`src/rtl/gauss_seq_pkg.sv`:
```
// Shared types and constants for the Gaussian smoothing control path.
package gauss_seq_pkg;

  typedef enum logic [0:0] {
    StIdle,
    StRun
  } seq_state_e;

  // Default frame timing.
  localparam int unsigned DefFrameWords   = 131072;
  localparam int unsigned DefWordPeriod   = 20;
  localparam int unsigned DefPopStart     = 1;
  localparam int unsigned DefPopLen       = 2;
  localparam int unsigned DefCalcStart    = 3;
  localparam int unsigned DefCalcLen      = 2;
  localparam int unsigned DefPutStart     = 18;
  localparam int unsigned DefPutLen       = 2;
  localparam int unsigned DefPrefetchWord = 104857;

  // Datapath geometry shared with the buffer/shifter/multiplier blocks.
  localparam int unsigned PixelsPerWord = 8;
  localparam int unsigned LaneCount     = 2;

  // True when ph lies in the half-open window [st, st + len).
  function automatic logic in_window(input int unsigned ph, input int unsigned st,
                                     input int unsigned len);
    return (ph >= st) && (ph < st + len);
  endfunction

endpackage

```
`src/rtl/gauss_phase_timer.sv`:
```
// Per-word phase counter with phase-0 stall and registered enable windows.
module gauss_phase_timer
  import gauss_seq_pkg::*;
#(
  parameter int unsigned WORD_PERIOD = DefWordPeriod,
  parameter int unsigned POP_START   = DefPopStart,
  parameter int unsigned POP_LEN     = DefPopLen,
  parameter int unsigned CALC_START  = DefCalcStart,
  parameter int unsigned CALC_LEN    = DefCalcLen,
  parameter int unsigned PUT_START   = DefPutStart,
  parameter int unsigned PUT_LEN     = DefPutLen
) (
  input  logic clk,
  input  logic reset,
  input  logic run_q_i,
  input  logic run_d_i,
  input  logic stall_i,
  output logic word_end_o,
  output logic boundary_go_o,
  output logic last_next_o,
  output logic pop_en_o,
  output logic calc_en_o,
  output logic put_en_o
);

  localparam int unsigned PW = $clog2(WORD_PERIOD);
  localparam logic [PW-1:0] PhaseLast = PW'(WORD_PERIOD - 1);

  logic [PW-1:0] phase_q, phase_d;
  logic          pop_q, pop_d;
  logic          calc_q, calc_d;
  logic          put_q, put_d;
  logic          at_zero, at_last;

  assign at_zero = (phase_q == '0);
  assign at_last = (phase_q == PhaseLast);

  // Word boundary reached this cycle; phase 0 leaves only when not stalled.
  assign word_end_o    = run_q_i && at_last;
  assign boundary_go_o = run_q_i && at_zero && !stall_i;

  // Next phase and window decodes of that next phase, so outputs line up with phase_q.
  always_comb begin
    phase_d = phase_q;
    if (!run_q_i || at_last) begin
      phase_d = '0;
    end else if (!(at_zero && stall_i)) begin
      phase_d = phase_q + 1'b1;
    end
    pop_d       = run_d_i && in_window(32'(phase_d), POP_START, POP_LEN);
    calc_d      = run_d_i && in_window(32'(phase_d), CALC_START, CALC_LEN);
    put_d       = run_d_i && in_window(32'(phase_d), PUT_START, PUT_LEN);
    last_next_o = run_d_i && (phase_d == PhaseLast);
  end

  // Phase and enable registers.
  always_ff @(posedge clk) begin
    if (reset) begin
      phase_q <= '0;
      pop_q   <= 1'b0;
      calc_q  <= 1'b0;
      put_q   <= 1'b0;
    end else begin
      phase_q <= phase_d;
      pop_q   <= pop_d;
      calc_q  <= calc_d;
      put_q   <= put_d;
    end
  end

  assign pop_en_o  = pop_q;
  assign calc_en_o = calc_q;
  assign put_en_o  = put_q;

endmodule

```
`src/rtl/gauss_frame_sequencer.sv`:
```
// Frame-level sequencer: IDLE/RUN FSM, word counter, prefetch and frame-done pulses.
module gauss_frame_sequencer
  import gauss_seq_pkg::*;
#(
  parameter int unsigned FRAME_WORDS   = DefFrameWords,
  parameter int unsigned WORD_PERIOD   = DefWordPeriod,
  parameter int unsigned POP_START     = DefPopStart,
  parameter int unsigned POP_LEN       = DefPopLen,
  parameter int unsigned CALC_START    = DefCalcStart,
  parameter int unsigned CALC_LEN      = DefCalcLen,
  parameter int unsigned PUT_START     = DefPutStart,
  parameter int unsigned PUT_LEN       = DefPutLen,
  parameter int unsigned PREFETCH_WORD = DefPrefetchWord,
  localparam int unsigned W            = $clog2(FRAME_WORDS)
) (
  input  logic         clk,
  input  logic         reset,
  input  logic         start_en,
  input  logic         cont_mode,
  input  logic         stall,
  output logic         pop_buffer_en,
  output logic         shift_en,
  output logic         hold_en,
  output logic         mult_en,
  output logic         norm_en,
  output logic         put_data_en,
  output logic         get_next,
  output logic         frame_done,
  output logic         busy,
  output logic [W-1:0] word_idx
);

  if (FRAME_WORDS < 2 || WORD_PERIOD < 4 ||
      POP_START + POP_LEN > CALC_START ||
      CALC_START + CALC_LEN > PUT_START ||
      PUT_START + PUT_LEN > WORD_PERIOD ||
      PREFETCH_WORD >= FRAME_WORDS) begin : gen_bad_params
    $error("gauss_frame_sequencer: illegal timing parameters");
  end

  localparam logic [W-1:0] LastWord     = W'(FRAME_WORDS - 1);
  localparam logic [W-1:0] PrefetchWord = W'(PREFETCH_WORD);

  seq_state_e   state_q, state_d;
  logic [W-1:0] word_q, word_d;
  logic         frame_done_q, frame_done_d;
  logic         run_q, run_d;
  logic         word_end, boundary_go, last_next, calc_en;

  assign run_q = (state_q == StRun);
  assign run_d = (state_d == StRun);

  gauss_phase_timer #(
    .WORD_PERIOD (WORD_PERIOD),
    .POP_START   (POP_START),
    .POP_LEN     (POP_LEN),
    .CALC_START  (CALC_START),
    .CALC_LEN    (CALC_LEN),
    .PUT_START   (PUT_START),
    .PUT_LEN     (PUT_LEN)
  ) u_timer (
    .clk           (clk),
    .reset         (reset),
    .run_q_i       (run_q),
    .run_d_i       (run_d),
    .stall_i       (stall),
    .word_end_o    (word_end),
    .boundary_go_o (boundary_go),
    .last_next_o   (last_next),
    .pop_en_o      (pop_buffer_en),
    .calc_en_o     (calc_en),
    .put_en_o      (put_data_en)
  );

  // FSM next state and word counter; start_en only matters in idle.
  always_comb begin
    state_d = state_q;
    word_d  = word_q;
    case (state_q)
      StIdle: begin
        if (start_en) begin
          state_d = StRun;
          word_d  = '0;
        end
      end
      StRun: begin
        if (word_end) begin
          if (word_q == LastWord) begin
            word_d = '0;
            if (!cont_mode) begin
              state_d = StIdle;
            end
          end else begin
            word_d = word_q + 1'b1;
          end
        end
      end
      default: begin
        state_d = StIdle;
        word_d  = '0;
      end
    endcase
  end

  // Registered frame-done: next cycle is the last phase of the last word.
  always_comb begin
    frame_done_d = last_next && (word_d == LastWord);
  end

  // State, word and pulse registers.
  always_ff @(posedge clk) begin
    if (reset) begin
      state_q      <= StIdle;
      word_q       <= '0;
      frame_done_q <= 1'b0;
    end else begin
      state_q      <= state_d;
      word_q       <= word_d;
      frame_done_q <= frame_done_d;
    end
  end

  // Prefetch fires on the cycle that leaves phase 0 of the prefetch word, so stalls
  // at that boundary cannot produce a second pulse.
  assign get_next   = run_q && (word_q == PrefetchWord) && boundary_go;
  assign frame_done = frame_done_q;
  assign busy       = run_q;
  assign word_idx   = word_q;
  assign shift_en   = calc_en;
  assign hold_en    = calc_en;
  assign mult_en    = calc_en;
  assign norm_en    = calc_en;

endmodule

```
`config.mk`:
```
export PLATFORM = sky130hd
export DESIGN_NAME = gauss_frame_sequencer
export DESIGN_NICKNAME = d
export VERILOG_FILES = /design/src/rtl/gauss_seq_pkg.sv /design/src/rtl/gauss_phase_timer.sv /design/src/rtl/gauss_frame_sequencer.sv
export SDC_FILE = /design/constraint.sdc
export NUM_CORES = 1
export LEC_CHECK = 0
export ABC_AREA = 1
export CAP_MARGIN = 40
export CORE_MARGIN = 2
export CORE_UTILIZATION = 55
export DETAILED_ROUTE_END_ITERATION = 10
export PLACE_DENSITY = 0.83
export SLEW_MARGIN = 25
export SYNTH_ARGS = -nofsm -noshare
export SYNTH_HDL_FRONTEND = slang
export SYNTH_SLANG_ARGS = --single-unit
```
`constraint.sdc`:
```
create_clock -name clk -period 3.6 [get_ports clk]
set_clock_uncertainty 0.05 [all_clocks]
set_input_delay 0.72 -clock clk [delete_from_list [all_inputs] [get_ports clk]]
set_output_delay 0.72 -clock clk [all_outputs]
set_load 0.03 [all_outputs]
```
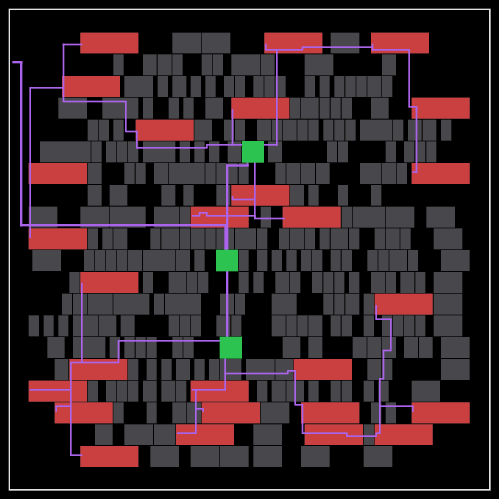
Figure 1: run 1, routed clock nets over the placement.
(8 px per µm)
- cells driving clock nets: green (count 3)
- clock wires: purple (length 346 µm)
- flip-flops: red (count 27)
- flops lie: all over the die
clk pwr: 0.000136 W
clock power share: 28.0%
Clock Latency Late Sink: 0.33 ns

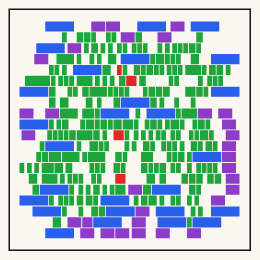
Figure 2: run 1, placed cells, one colour a class.
(4 px per µm)
- all other logic: green (cells 242)
- clock drivers and dummy loads: red (cells 4)
- flip-flops: blue (cells 27)
- other buffers and delay cells: purple (cells 31)
register share of the cell area: 26.3%
final core area utilization: 68.5%

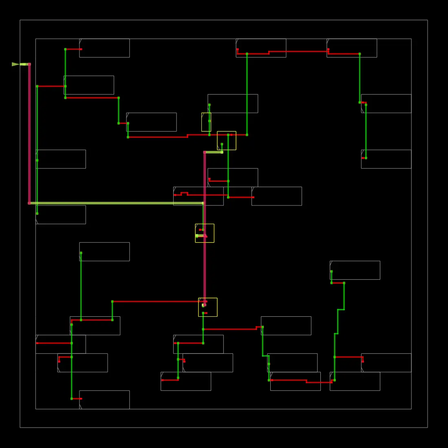
Figure 3: run 1, the clock network.
CTS Buf Count: 3
clock sinks: 27
clock buffer count: 4

==> deck_impl_summary.md, run 1 <==
Run Summary

Yosys
  • Adder Area Share: 3.64%
  • Synth Area in XOR/XNOR: under 10%
  • Average size of a mapped cell: ~6.3 µm²
  • Cell variety after synth: 29
  • Post-synthesis cell area: around 1700 µm²

Power
  • Leakage: ~0.84 nW
  • Pwr top: registers
  • Pwr dens: between 200 and 250 nW/µm²

Worst setup path
  • CP peak stage delay: 0.66 ns
  • Critical path data required time: 2.83 ns
  • Critical path class: in -> out
  • Cell mode on critical path: clkdlybuf4s50_1
  • R2R setup slack: between 1 and 1.5 ns

Layout
  • Biggest Area Class: multi-input combinational cells
  • Seq. cell area: around 540 µm²
  • Final #Nets: around 320
  • Ant diodes: 0

Detailed routing
  • Vias: around 1800
  • Routed wire length per instance: around 12 µm

Timing
  • Final number of setup-violating endpoints: 0
  • Slew @ Worst Pin: between 0.3 and 0.4 ns
  • Min Tclk post-route: approximately 3.3 ns
  • Final Hold Viols: 0

Clocking
  • CTS tree: yes
  • Clock Path Buffers: 2
  • CTS clk-pin slew, worst paths: 0.15 ns

GRT
  • Initial antenna violation count: 0

Placed design
  • Placed insts: 333
  • I/O Buffers: 30

Flow run
  • Tool Warnings: 28

Outcome
  • Status: finished clean

Hold path
  • Hold endpoint: word_idx[4]
--- run 2 (diff from run 1) ---
- MAX_ROUTING_LAYER: unset -> met4
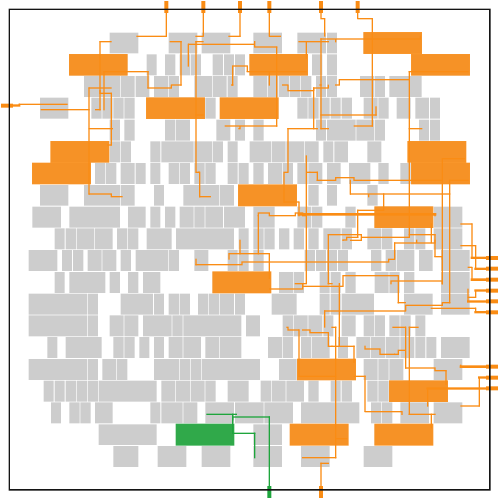
Figure 4: run 2, nets reached from selected ports.
(8 px per µm)
- word_idx: orange (bits 17; direction output; end cells 17; wire 698 µm)
- shift_en: green (bits 1; direction output; end cells 1; wire 25.5 µm)

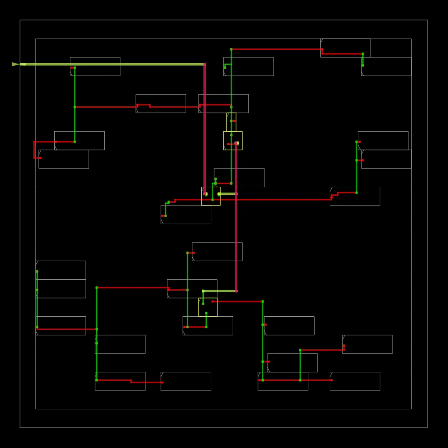
Figure 5: run 2, the clock network.
flop count: 27
clk pwr: 0.000133 W

==> run 2 against run 1 <==
Design area stayed put. Clock power about the same. Utilization stayed put. Hold slack better by 0.0018 ns. Via count down 0.89%. Global-route usage is 0.73 points higher. Critical path depth is the same. Synthesized area stayed put. Register-to-register slack better by 0.04 ns.
==> deck_impl_summary.md, run 2 <==
Run Summary

Worst setup path
  • CP peak stage delay: 0.68 ns (+0.02 ns)
  • Cell mode on critical path: clkdlybuf4s50_1
  • R2R setup slack: 1.10 ns (+0.04 ns)
  • Critical path data required time: 2.83 ns (about the same)

Power
  • Clock power share: 27.6% (-0.4 points)
  • Leakage: 0.835 nW (unchanged)
  • Pwr dens: 235 nW/µm² (-0.48%)

Clocking
  • Clock Path Buffers: 2 (unchanged)
  • CTS tree: yes

Yosys
  • Cell variety after synth: 29 (unchanged)
  • Average size of a mapped cell: 6.27 µm² (unchanged)
  • Synth Area in XOR/XNOR: 1.02% (unchanged)
  • Adder Area Share: 3.64% (unchanged)

Layout
  • Final core area utilization: 68.5% (unchanged)
  • Final #Nets: 315 (unchanged)
  • Ant diodes: 0 (unchanged)
  • Seq. cell area: 541 µm² (unchanged)
  • Register share of the cell area: 26.3% (unchanged)
  • Clock buffer count: 4 (unchanged)

Timing
  • Slew @ Worst Pin: 0.313 ns (-0.0310 ns)
  • Min Tclk post-route: 3.31 ns (+0.0287 ns)
  • Final Hold Viols: 0 (unchanged)

Hold path
  • Hold endpoint: word_idx[4]

Detailed routing
  • Routed wire length per instance: 11.6 µm (-3.1%)
  • Top Layer Used: met4
  • Vias: 1779 (-0.89%)

GRT
  • Initial antenna violation count: 0 (unchanged)

Placed design
  • I/O Buffers: 30 (unchanged)

Outcome
  • Status: finished clean
No activity file was given, so power comes from the tool's default toggle rates.
